**src/rtl/psum_accum.sv**
```systemverilog
// Partial-sum accumulator behind the Booth multiplier: seeds from a Q3.12 psum, adds ROW_LEN
// Q3.24 products in two's complement, and returns a rounded, saturated Q3.12 sign-magnitude psum.
module psum_accum #(
  parameter int ROW_LEN = 3,
  parameter int ACC_W   = 36
) (
  input  logic        clk,
  input  logic        rst,
  input  logic        psum_in_valid,
  input  logic [15:0] psum_in,
  output logic        psum_ready,
  input  logic        prod_valid,
  input  logic [31:0] prod,
  output logic        prod_ready,
  output logic        out_valid,
  output logic [15:0] out_psum,
  output logic        out_sat,
  input  logic        out_ready
);

  typedef enum logic [1:0] {
    IDLE = 2'd0,
    ACC  = 2'd1,
    OUT  = 2'd2
  } state_t;

  localparam int CNT_W = 5;
  localparam logic [CNT_W-1:0] LAST = CNT_W'(ROW_LEN - 1);

  // Sign-magnitude (27-bit magnitude) to two's complement; negative zero collapses to zero.
  function automatic logic signed [ACC_W-1:0] sm_to_tc(input logic sgn, input logic [26:0] mag);
    logic signed [ACC_W-1:0] ext;
    ext = $signed({{(ACC_W-27){1'b0}}, mag});
    if (sgn) begin
      return -ext;
    end else begin
      return ext;
    end
  endfunction

  // Q.24 accumulator to {sat, Q3.12 sign-magnitude}, rounding half away from zero.
  function automatic logic [16:0] to_sm16(input logic signed [ACC_W-1:0] a);
    logic              s;
    logic [ACC_W-1:0]  mag;
    logic [ACC_W-1:0]  r;
    logic [14:0]       m;
    logic              sat;
    s   = a[ACC_W-1];
    mag = s ? $unsigned(-a) : $unsigned(a);
    r   = (mag + ACC_W'(2048)) >> 12;
    if (r > ACC_W'(32767)) begin
      m   = 15'h7FFF;
      sat = 1'b1;
    end else begin
      m   = r[14:0];
      sat = 1'b0;
    end
    return {sat, s & (m != 15'd0), m};
  endfunction

  state_t                  state, state_nxt;
  logic signed [ACC_W-1:0] acc, acc_nxt;
  logic [CNT_W-1:0]        cnt, cnt_nxt;
  logic                    load_out;
  logic [16:0]             conv;
  logic                    unused_prod_bits;

  assign unused_prod_bits = ^prod[31:28];

  // Ready strobes are pure state decodes so they never depend on same-cycle valids.
  assign psum_ready = (state == IDLE);
  assign prod_ready = (state == ACC);
  assign conv       = to_sm16(acc_nxt);

  // Next-state and accumulator update.
  always_comb begin
    state_nxt = state;
    acc_nxt   = acc;
    cnt_nxt   = cnt;
    load_out  = 1'b0;
    case (state)
      IDLE: begin
        if (psum_in_valid) begin
          acc_nxt   = sm_to_tc(psum_in[15], {psum_in[14:0], 12'd0});
          cnt_nxt   = '0;
          state_nxt = ACC;
        end else begin
          state_nxt = IDLE;
        end
      end
      ACC: begin
        if (prod_valid) begin
          acc_nxt = acc + sm_to_tc(prod[27], prod[26:0]);
          cnt_nxt = cnt + CNT_W'(1);
          if (cnt == LAST) begin
            load_out  = 1'b1;
            state_nxt = OUT;
          end else begin
            state_nxt = ACC;
          end
        end else begin
          state_nxt = ACC;
        end
      end
      OUT: begin
        if (out_ready) begin
          state_nxt = IDLE;
        end else begin
          state_nxt = OUT;
        end
      end
      default: begin
        state_nxt = IDLE;
      end
    endcase
  end

  // State register.
  always_ff @(posedge clk or posedge rst) begin
    if (rst) begin
      state <= IDLE;
    end else begin
      state <= state_nxt;
    end
  end

  // Accumulator, counter and held result; the result is frozen until the output handshake.
  always_ff @(posedge clk or posedge rst) begin
    if (rst) begin
      acc       <= '0;
      cnt       <= '0;
      out_valid <= 1'b0;
      out_psum  <= 16'h0000;
      out_sat   <= 1'b0;
    end else begin
      acc <= acc_nxt;
      cnt <= cnt_nxt;
      if (load_out) begin
        out_valid <= 1'b1;
        out_psum  <= conv[15:0];
        out_sat   <= conv[16];
      end else if ((state == OUT) && out_ready) begin
        out_valid <= 1'b0;
      end else begin
        out_valid <= out_valid;
      end
    end
  end

endmodule

```
**config.mk**
```make
export PLATFORM = sky130hd
export DESIGN_NAME = psum_accum
export DESIGN_NICKNAME = d
export VERILOG_FILES = /design/src/rtl/psum_accum.sv
export SDC_FILE = /design/constraint.sdc
export NUM_CORES = 1
export LEC_CHECK = 0
export CORE_AREA = 5 5 132 134
export CTS_CLUSTER_SIZE = 14
export DETAILED_ROUTE_END_ITERATION = 10
export DIE_AREA = 0 0 137 139
export PLACE_DENSITY_LB_ADDON = 0.2
export SETUP_SLACK_MARGIN = 0.05
export SYNTH_ARGS = -nofsm -noshare
export SYNTH_HDL_FRONTEND = slang
export SYNTH_SLANG_ARGS = --single-unit
```
**constraint.sdc**
```tcl
create_clock -name clk -period 7.62 [get_ports clk]
set_input_delay 0.762 -clock clk [delete_from_list [all_inputs] [get_ports clk]]
set_output_delay 0.762 -clock clk [all_outputs]
set_load 0.05 [all_outputs]
```
Figure 1. M1 wires.
Bar = 50 µm.
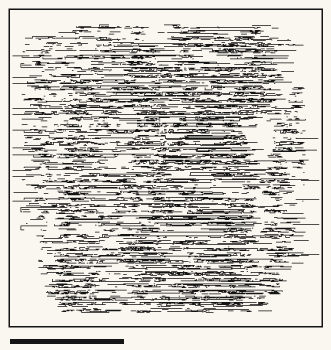
1257 nets have wire on it. The layer holds 45% of the routed length. The wires run mostly horizontal. The longest straight run is 53.4 µm. The layer carries 12800 µm of wire.

Figure 2. Metal 2.
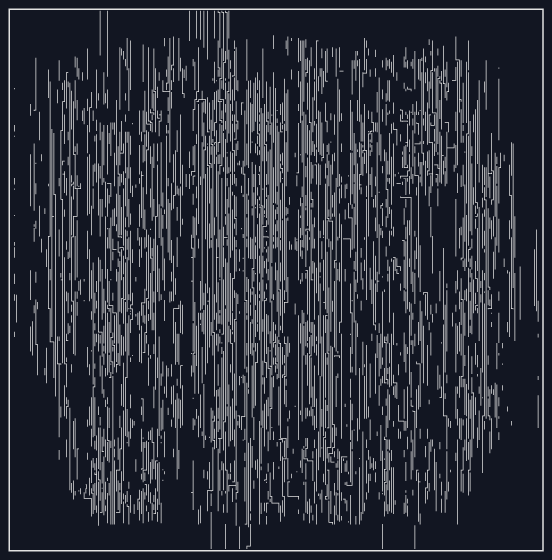
The wires run mostly vertical. The longest straight run is 56.3 µm. 1131 nets have wire on it.

Figure 3. Signal wires on met3.
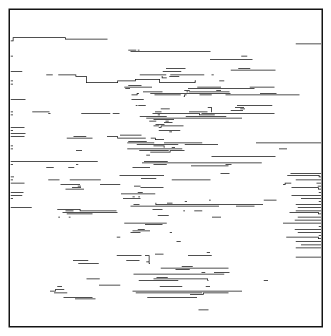
The layer holds 7.4% of the routed length. The layer carries 2110 µm of wire. The wires run mostly horizontal. The longest straight run is 52.4 µm. 167 nets have wire on it.

Figure 4. Met4 routing.
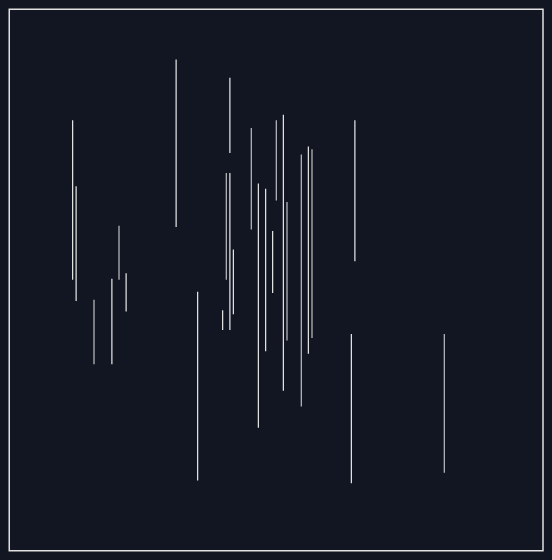
The wires run mostly vertical. The longest straight run is 70.7 µm. 22 nets have wire on it.

==> summary.txt <==
Mapped Area = 7850 µm²
Routed Antenna Nets = 0
Worst clock skew = 14.3 ps
Tool Warnings = 31
Post-CTS Setup Inserts = 0
Seq/total area = 14.9%
Die area = 19000 µm²
Clock tree from TritonCTS = built
Top-area cell share = 19.4%
# hold bufs at CTS = 0
Clock power frac = 7.7%
Critical path's slowest cell = or4_4
Core outline area = 16200 µm²
Max incr delay on CP = 560 ps
Global-route wire length before repair = 44900 µm
Largest class = logic gates
Routed length per placed instance = 19.3 µm
Final Critical Period = 7330 ps
P_clk = 0.386 mW
Num CTS Buffers = 9
Final TNS setup = 0 ps
Syn_area_per_cell = 7.34 µm²
FP Core Util = 48.5%
Sequential Power Share = 12.7%
Comb group = 3.99 mW
Most frequent CP cell = buf_4
H-tree Lvls = 3
NonClk Buf Share = 19.6%
Slew at the pin closest to its max-slew limit = 859 ps
Inverter count = 36
Layout area overhead = 30.8%
Clock sinks = 61
Fin crit share = 96.2%
Final Setup Violations = 0
Post-DP HPWL = 22500 µm
Final worst slack = 288 ps
First-pass DRT Iterations = 5
Initial DRC count = 844
Synthesized flop and latch total = 61
Dpl cell area = 9820 µm²
Top_reg_cell synth = dfrtp_1
Fmax achieved = 0.136 GHz
Clock-pin slew on the worst setup and hold paths = 60 ps
Crit Path Max Fanout = 7
Row Count = 47
Clock-cell share of area = 2.70%
Die Wd = 137 µm
Power Density = 488 nW/µm²
Final std cells w/o fill = 1476
Vias per cell = 6.04
Largest net degree at the start of global routing = 62
Final nets = 1345
Worst-Skew Late Latency = 350 ps
# DRC = 0
Post-synth ARST share = 100%
P_int = 2.41 mW
Synth top area cells = dfrtp_1 (19%), ha_1 (6.4%), xnor2_1 (6.4%), nor2_1 (5.5%), nand2_1 (4.7%)
Outcome = finished clean
Total power = 5.01 mW
Routed WL = 28500 µm
Die Y = 139 µm
GRT Util Overall = 29.4%
Mapped Cells = 1069
Logic share of the area = 58.8%
Top Family by Delay on Critical Path = simple AND/OR/NAND/NOR gates
Flop area = 1530 µm²
Layout cell share with drive strength beyond 1 = 19.8%
P_sw = 2.60 mW
Initial antenna violation count = 0
Worst setup EP type = flip-flop
Post-CTS sizing = 0
Final hold violation count = 0
Placed Cells = 1455
Seq group = 0.638 mW
Clk buf depth = 2
Area leader, netlist = dfrtp_1
Synth warn = 0
Count of buffers from port buffering = 68
Nature of the critical path startpoint = primary input
Post-place setup slack = -129 ps
Clock tree root driver cell = clkbuf_16
Flip-flops = 61
Largest power group = combinational logic
IO Count = 73
Signal buffers = 242
Vias in the first global route = 8569
Slew headroom = 42.5%
Post-synth cell types = 86
Crit path DAT = 7510 ps
P_leak = 4.22 nW
Peak supply drop = 325 µV
Yosys chip area = 7850 µm²
Worst hold path type = reg -> reg
Ant. Diodes = 0
MI comb cells = 901
Vias post-DR = 8921
[logic make-up (layout without fill, tap and decap cells)]
group,count (synthesis),after routing,share of synthesized area (%)
XOR/XNOR,78,78,8.70
flip-flops,61,61,19.4
adder cells (fa/ha/maj),41,41,6.63
AND-OR/OR-AND,333,333,29.8
buffers and inverters,107,294,5.35
AND/OR/NAND/NOR,430,430,27.7
multiplexers,19,19,2.44
[final timing paths]
path,startpoint,to,slack [ps],depth (start not counted)
worst min-delay path,acc[9],acc[9],530,2
min in group asynchronous,rst,acc[5],960,3
worst max register to register,state[0],out_psum[7],1590,17
worst min register to register,acc[9],acc[9],530,2
worst max-delay path,prod[8],out_psum[7],290,27
max in group asynchronous,rst,acc[33],6090,3
[stage by stage]
| step | hold WS, ps | utilization (%) |
|---|---|---|
| after global routing | 554 | 63.5 |
| after floorplan | 471 | - |
| after global placement | 494 | 60.7 |
| final | 528 | 63.5 |
| after CTS | 520 | 62.5 |
| after detailed placement | 506 | 60.7 |
[routing by layer]
metal | GRT usage (%) | vias to the layer above | part of all wire [%]
li1 | - | 4371 | -
met1 | 41.7 | 4126 | 45
met2 | 45.6 | 367 | 44
met3 | 4.64 | 57 | 7.4
met4 | 9.61 | 0 | 3.1
met5 | 0 | - | 0
[registers in the layout (all words and copies together), names as in the netlist]
register	cells
acc	36
cnt	5
out_psum	16
out_sat	1
out_valid	1
state	2
[placed cells by master (no fill, tap or decap), types with 21 or more instances in the layout]
cell type / n
xnor2_1: 57
dfrtp_1: 61
inv_1: 34
nor2_1: 115
nand2_1: 99
nand3_1: 23
nor3_1: 38
o21ai_0: 60
a21oi_1: 69
clkdlybuf4s50_1: 68
nand2b_1: 24
buf_4: 171
xor2_1: 21
ha_1: 36
No activity file was given, so power comes from the tool's default toggle rates.
